File: src/rtl/exec_result_queue_pkg.sv
// Shared types for the per-lane execute result queues.
// exec_result_t is the payload that travels from a unit to the execute-output arbiter.
package exec_pkg;
  localparam int EXEC_LANES   = 4;
  localparam int CMD_W        = 10;
  localparam int FLAG_W       = 4;
  localparam int ROB_SIZE     = 32;
  localparam int ROB_SIZE_LOG = $clog2(ROB_SIZE + 1);

  typedef struct packed {
    logic [63:0]             val;
    logic [CMD_W-1:0]        cmd;
    logic [ROB_SIZE_LOG-1:0] tag;
    logic [FLAG_W-1:0]       flags;
  } exec_result_t;
endpackage

File: src/rtl/exec_result_mem.sv
// DEPTH-entry result storage: one synchronous write port, one combinational read port.
// Contents are never cleared; the owner gates visibility with its own occupancy.
module exec_result_mem
  import exec_pkg::*;
#(
  parameter  int DEPTH = 4,
  localparam int AW    = $clog2(DEPTH)
) (
  input  logic         clk_i,
  input  logic         we_i,
  input  logic [AW-1:0] waddr_i,
  input  exec_result_t wdata_i,
  input  logic [AW-1:0] raddr_i,
  output exec_result_t rdata_o
);

  exec_result_t mem_q [DEPTH];

  always_ff @(posedge clk_i) begin
    if (we_i) mem_q[waddr_i] <= wdata_i;
  end

  assign rdata_o = mem_q[raddr_i];

endmodule

File: src/rtl/exec_result_queue.sv
// Per-unit in-order result buffer feeding the execute-output arbiter; push-to-head latency 1 cycle.
// ready_o depends only on occupancy, so a full queue stalls the unit even when the head is granted.
module exec_result_queue
  import exec_pkg::*;
#(
  parameter int DEPTH      = 4,
  parameter int ROBsize    = ROB_SIZE,
  parameter int ROBsizeLog = $clog2(ROBsize + 1)
) (
  input  logic                       clk_i,
  input  logic                       reset_i,
  input  logic                       flush_i,
  input  logic [63:0]                unitVal_i,
  input  logic [CMD_W-1:0]           unitCmd_i,
  input  logic [ROBsizeLog-1:0]      unitTag_i,
  input  logic [FLAG_W-1:0]          unitFlags_i,
  input  logic                       unitValid_i,
  output logic                       ready_o,
  input  logic                       grant_i,
  output logic                       valid_o,
  output logic [63:0]                val_o,
  output logic [CMD_W-1:0]           cmd_o,
  output logic [ROBsizeLog-1:0]      tag_o,
  output logic [FLAG_W-1:0]          flags_o,
  output logic [$clog2(DEPTH+1)-1:0] count_o
);

  localparam int AW = $clog2(DEPTH);
  localparam int CW = $clog2(DEPTH + 1);
  localparam logic [CW-1:0] FULL_CNT = CW'(DEPTH);

  logic [AW-1:0] wr_ptr_q, wr_ptr_d;
  logic [AW-1:0] rd_ptr_q, rd_ptr_d;
  logic [CW-1:0] count_q, count_d;
  logic          push, pop;
  exec_result_t  wr_res, head_res;

  assign ready_o = (count_q < FULL_CNT);
  assign valid_o = (count_q != '0);
  assign push    = unitValid_i & ready_o;
  assign pop     = grant_i & valid_o;

  assign wr_res.val   = unitVal_i;
  assign wr_res.cmd   = unitCmd_i;
  assign wr_res.tag   = unitTag_i;
  assign wr_res.flags = unitFlags_i;

  // A push squashed by flush/reset must not land; skipping the write keeps storage tidy too.
  exec_result_mem #(.DEPTH(DEPTH)) u_mem (
    .clk_i   (clk_i),
    .we_i    (push & ~flush_i & ~reset_i),
    .waddr_i (wr_ptr_q),
    .wdata_i (wr_res),
    .raddr_i (rd_ptr_q),
    .rdata_o (head_res)
  );

  always_comb begin
    wr_ptr_d = wr_ptr_q;
    rd_ptr_d = rd_ptr_q;
    count_d  = count_q;
    if (flush_i) begin
      wr_ptr_d = '0;
      rd_ptr_d = '0;
      count_d  = '0;
    end else begin
      if (push) wr_ptr_d = wr_ptr_q + AW'(1);
      if (pop)  rd_ptr_d = rd_ptr_q + AW'(1);
      case ({push, pop})
        2'b10:   count_d = count_q + CW'(1);
        2'b01:   count_d = count_q - CW'(1);
        default: count_d = count_q;
      endcase
    end
  end

  always_ff @(posedge clk_i) begin
    if (reset_i) begin
      wr_ptr_q <= '0;
      rd_ptr_q <= '0;
      count_q  <= '0;
    end else begin
      wr_ptr_q <= wr_ptr_d;
      rd_ptr_q <= rd_ptr_d;
      count_q  <= count_d;
    end
  end

  assign val_o   = valid_o ? head_res.val   : '0;
  assign cmd_o   = valid_o ? head_res.cmd   : '0;
  assign tag_o   = valid_o ? head_res.tag   : '0;
  assign flags_o = valid_o ? head_res.flags : '0;
  assign count_o = count_q;

endmodule

File: config.mk
export PLATFORM = sky130hd
export DESIGN_NAME = exec_result_queue
export DESIGN_NICKNAME = d
export VERILOG_FILES = /design/src/rtl/exec_result_queue_pkg.sv /design/src/rtl/exec_result_mem.sv /design/src/rtl/exec_result_queue.sv
export SDC_FILE = /design/constraint.sdc
export NUM_CORES = 1
export LEC_CHECK = 0
export CAP_MARGIN = 20
export CORE_MARGIN = 4
export CORE_UTILIZATION = 45
export CTS_CLUSTER_SIZE = 14
export DETAILED_ROUTE_END_ITERATION = 7
export PLACE_DENSITY = 0.76
export SYNTH_ARGS = -nofsm -noshare
export SYNTH_HDL_FRONTEND = slang
export SYNTH_HIERARCHICAL = 1
export SYNTH_SLANG_ARGS = --single-unit
File: constraint.sdc
create_clock -name clk_i -period 10.1 [get_ports clk_i]
set_input_delay 1.515 -clock clk_i [delete_from_list [all_inputs] [get_ports clk_i]]
set_output_delay 1.515 -clock clk_i [all_outputs]
set_load 0.05 [all_outputs]
Figure 1. Clock distribution.
Drawn at 1.5 px/µm.
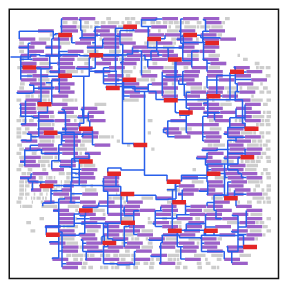
Key: purple = flip-flops [count 343]; red = cells driving clock nets [count 36]; blue = clock wires [length 3710 µm]
Position of the flops: widely spread.

Figure 2. I/O nets highlighted.
Drawn at 3 px/µm.
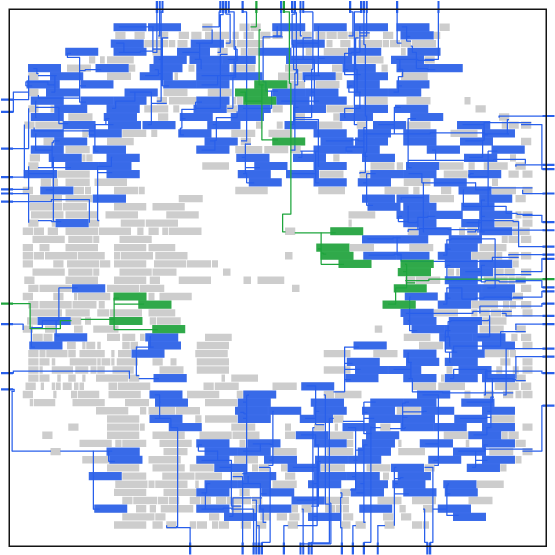
Key: blue = unitVal_i [bits 64, direction input, edge 19 top, 18 right, 17 bottom, 10 left, end cells 256, buffers 64, wire 3890 µm]; green = unitFlags_i [bits 4, direction input, edge 2 top, 1 right, 1 left, end cells 16, buffers 4, wire 328 µm]
Port Buffer Count: 177
IO Count: 178

Figure 3. Placed cells, one colour a class.
Drawn at 1.5 px/µm.
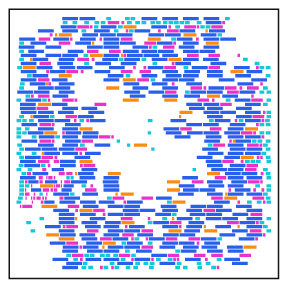
Key: blue = flip-flops [cells 343, share of their area 65%]; orange = clock drivers and dummy loads [cells 58, share of their area 6.9%]; magenta = all other logic [cells 203, share of their area 17%]; cyan = other buffers and delay cells [cells 185, share of their area 12%]
area of the core: 0.0287 mm²
Final Cell Area: 0.0163 mm²

Figure 4. Where the registers sit.
Drawn at 1.5 px/µm.
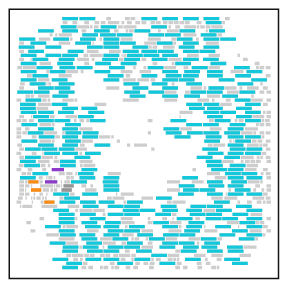
Key: orange = count_o [sequential cells 3]; cyan = u_mem/mem_q [sequential cells 336, where widely spread]; purple = rd_ptr_q [sequential cells 2]

Figure 5. Placed standard cells.
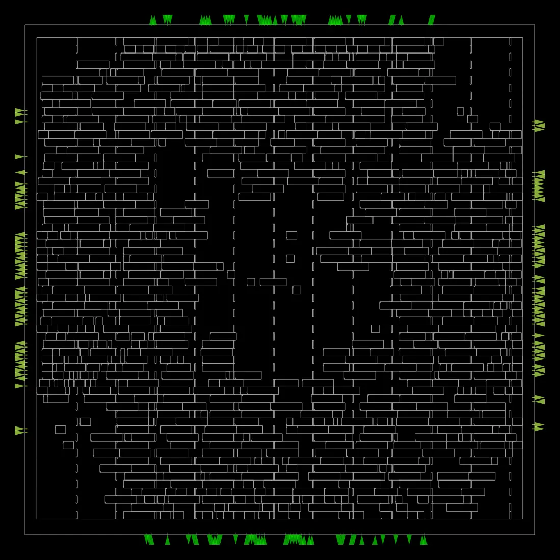
Layout fillers: 2156
non-filler instance count after layout: 1173

registers in the layout, indices dropped and copies added, names as in the netlist:
| name | count |
|---|---|
| wr_ptr_q | 2 |
| u_mem/mem_q | 336 |
| count_o | 3 |
| rd_ptr_q | 2 |
critical path: stages (launching register included):
cell and delay, ps:
dfxtp_4 900, buf_4 870, mux4_2 600, and2_1 180
clkdlybuf4s50_1 710
metal layers:
metal / GRT usage / wire [µm] / up-vias / part of all wire
met1: 0.205 / 10000 / 3127 / 0.41
li1: - / - / 2721 / -
met5: 0 / 0 / - / 0
met3: 0.0388 / 1620 / 38 / 0.067
met4: 0.0361 / 385 / 0 / 0.016
met2: 0.253 / 12200 / 181 / 0.50
cells by family after synthesis:
family,Yosys count,share of synthesized area
muxes,84,0.145
and+or+nand+nor,101,0.0476
DFF,343,0.782
buffers and inverters,33,0.0166
xor gates and xnor gates,6,0.00402
AOI/OAI and AO/OA,5,0.00239
adders and majority gates,2,0.00249
placed cells by master (no fill, tap or decap), drive strengths merged:
cell type      netlist  routed
xor2                 6       6
nor3b                1       1
clkinv               0      11
and3b                2       2
nand2b               1       1
or2                  1       1
mux4                84      84
clkdlybuf4s50        0     177
or3                  1       1
inv                  5       5
ha                   1       1
bufinv               0       3
o31ai                1       1
nand3b               1       1
o21ai                1       1
edfxtp             336     336
fa                   1       1
buf                 23       8
o311ai               1       1
nor2                 8       8
a21oi                2       2
clkbuf               5      44
dfxtp                7       7
and3                 1       1
nand3                1       1
and2                84      84
layout make-up:
type / count / area [µm²] / area share
flip-flops and latches: 343 / 10200 / 0.628
multi-input cells: 198 / 2650 / 0.162
repair buffers: 185 / 1830 / 0.112
clock buffers: 44 / 952 / 0.0584
well taps: 384 / 480 / 0.0295
clock inverters: 14 / 136 / 0.00836
inverters: 5 / 18.8 / 0.00115
stage by stage:
stage / area [µm²] / instances / total power [mW] / hold slack (ps) / setup WS [ps]
2_1_floorplan: 13100 / 574 / 1.75 / 513 / 1190
3_3_place_gp: 15200 / 1115 / 1.85 / 567 / 5190
3_5_place_dp: 15200 / 1115 / 1.85 / 578 / 5180
4_1_cts: 16300 / 1173 / 3.08 / 590 / 4620
5_1_grt: 16300 / 1173 / 3.16 / 633 / 4430
6_report: 16300 / 1173 / 3.04 / 592 / 4800
power groups by stage:
stage	Combinational, mW	Clock [mW]	Sequential (mW)
3_3_place_gp	0.232	0	1.61
5_1_grt	0.246	1.32	1.59
3_5_place_dp	0.235	0	1.62
4_1_cts	0.236	1.26	1.59
2_1_floorplan	0.133	0	1.62
6_report	0.232	1.23	1.59
worst paths after layout:
check | slack, ps | cells after the start | from | endpoint
setup / recovery | 4800 | 4 | rd_ptr_q[0]$_SDFFE_PP0P_ | tag_o[0]
hold / removal | 590 | 2 | count_o[1]$_SDFFE_PP0P_ | count_o[1]$_SDFFE_PP0P_
setup reg to reg | 7380 | 4 | count_o[2]$_SDFFE_PP0P_ | u_mem/mem_q[2][51]$_DFFE_PP_
hold reg to reg | 590 | 2 | count_o[1]$_SDFFE_PP0P_ | count_o[1]$_SDFFE_PP0P_
==> impl_metrics.yaml <==
# implementation run metrics
synthesis:
  yosys_area_mm2: 0.0131
  avgSynthCellArea_um2: 22.8
  synth.most_common_cell: "edfxtp_1"
  ys_async_sr_fraction: 0
  seq_area_frac_synth: 0.782
  yosysCellCount: 574
  syn-num-nets: 665
  area_leaders: "edfxtp_1 (77%), mux4_2 (14%), and2_1 (4.0%)"
  synth-seq-cells: 343
  yosysTopAreaCell: "edfxtp_1"
  edf_count: 336
  common_cells: "edfxtp_1 (336), and2_1 (84), mux4_2 (84)"
  yosys_warnings: 6
  ff_type: "edfxtp_1"
  synth_cell_type_count: 26
  synth_cells: 574
clock_tree:
  h-tree-depth: 2
  ctsRootBufferMaster: "clkbuf_16"
  postCtsSetupRepairBufs: 0
  tritoncts: "built"
  cts_sinks: 343
  clockBufferDepth: 3
  clkTransAtPathRegs_ps: 60
  cts.hold.buffers_added: 0
sta:
  min_period_ps: 5300
  finalMaxSlewViolations: 0
  rsz0062_at_grt: "no"
  fin_setup_tns_ps: 0
  timing.final.crit_share: 0.524
  worst_slew_pin_slew_ps: 928
  skew_ps: 18.5
  setup_violations: 0
  max_freq_mhz: 189
  relSlewSlack: 0.381
  hold_viol: 0
routing:
  drt-total-wl_mm: 24.2
  ant_nets: 0
  wl_per_cell_um: 20.6
  via_count: 6067
  dr.first_iter.drc_count: 477
floorplanning:
  die_h_um: 178
  die-area_mm2: 0.0319
  fp_util: 0.456
  fp-row-count: 62
final_layout:
  synthToLayoutAreaGrowth_pct: 24.7
  insertedDiodeCount: 0
  drive_gt1_frac: 0.184
  fin_util: 0.568
  nets: 860
setup_path:
  startpoint_type: "register"
  worst-path-max-fanout: 46
  cp-end-kind: "output port"
global_route:
  grt_max_degree: 86
  grt_use_total: 0.152
  grt_pass1_vias: 6567
  antenna_found_initial: 0
status:
  status: "complete, no violations"
pwr:
  p_sw_frac: 0.207
  clockPowerShare: 0.403
  combPwrFrac: 0.076
  p_leak_nw: 5.10
  intPower_mw: 2.41
  ir_drop_uv: 145
  p_switching_mw: 0.630
  p_seq_frac: 0.521
run:
  cap_violations: 0
  tool_warnings: 26
place:
  hpwl_mm: 13.8
  routabilityCongestion: 0.676
hold_path:
  min_path_type: "reg2reg"
Power and IR drop assume default switching activity.
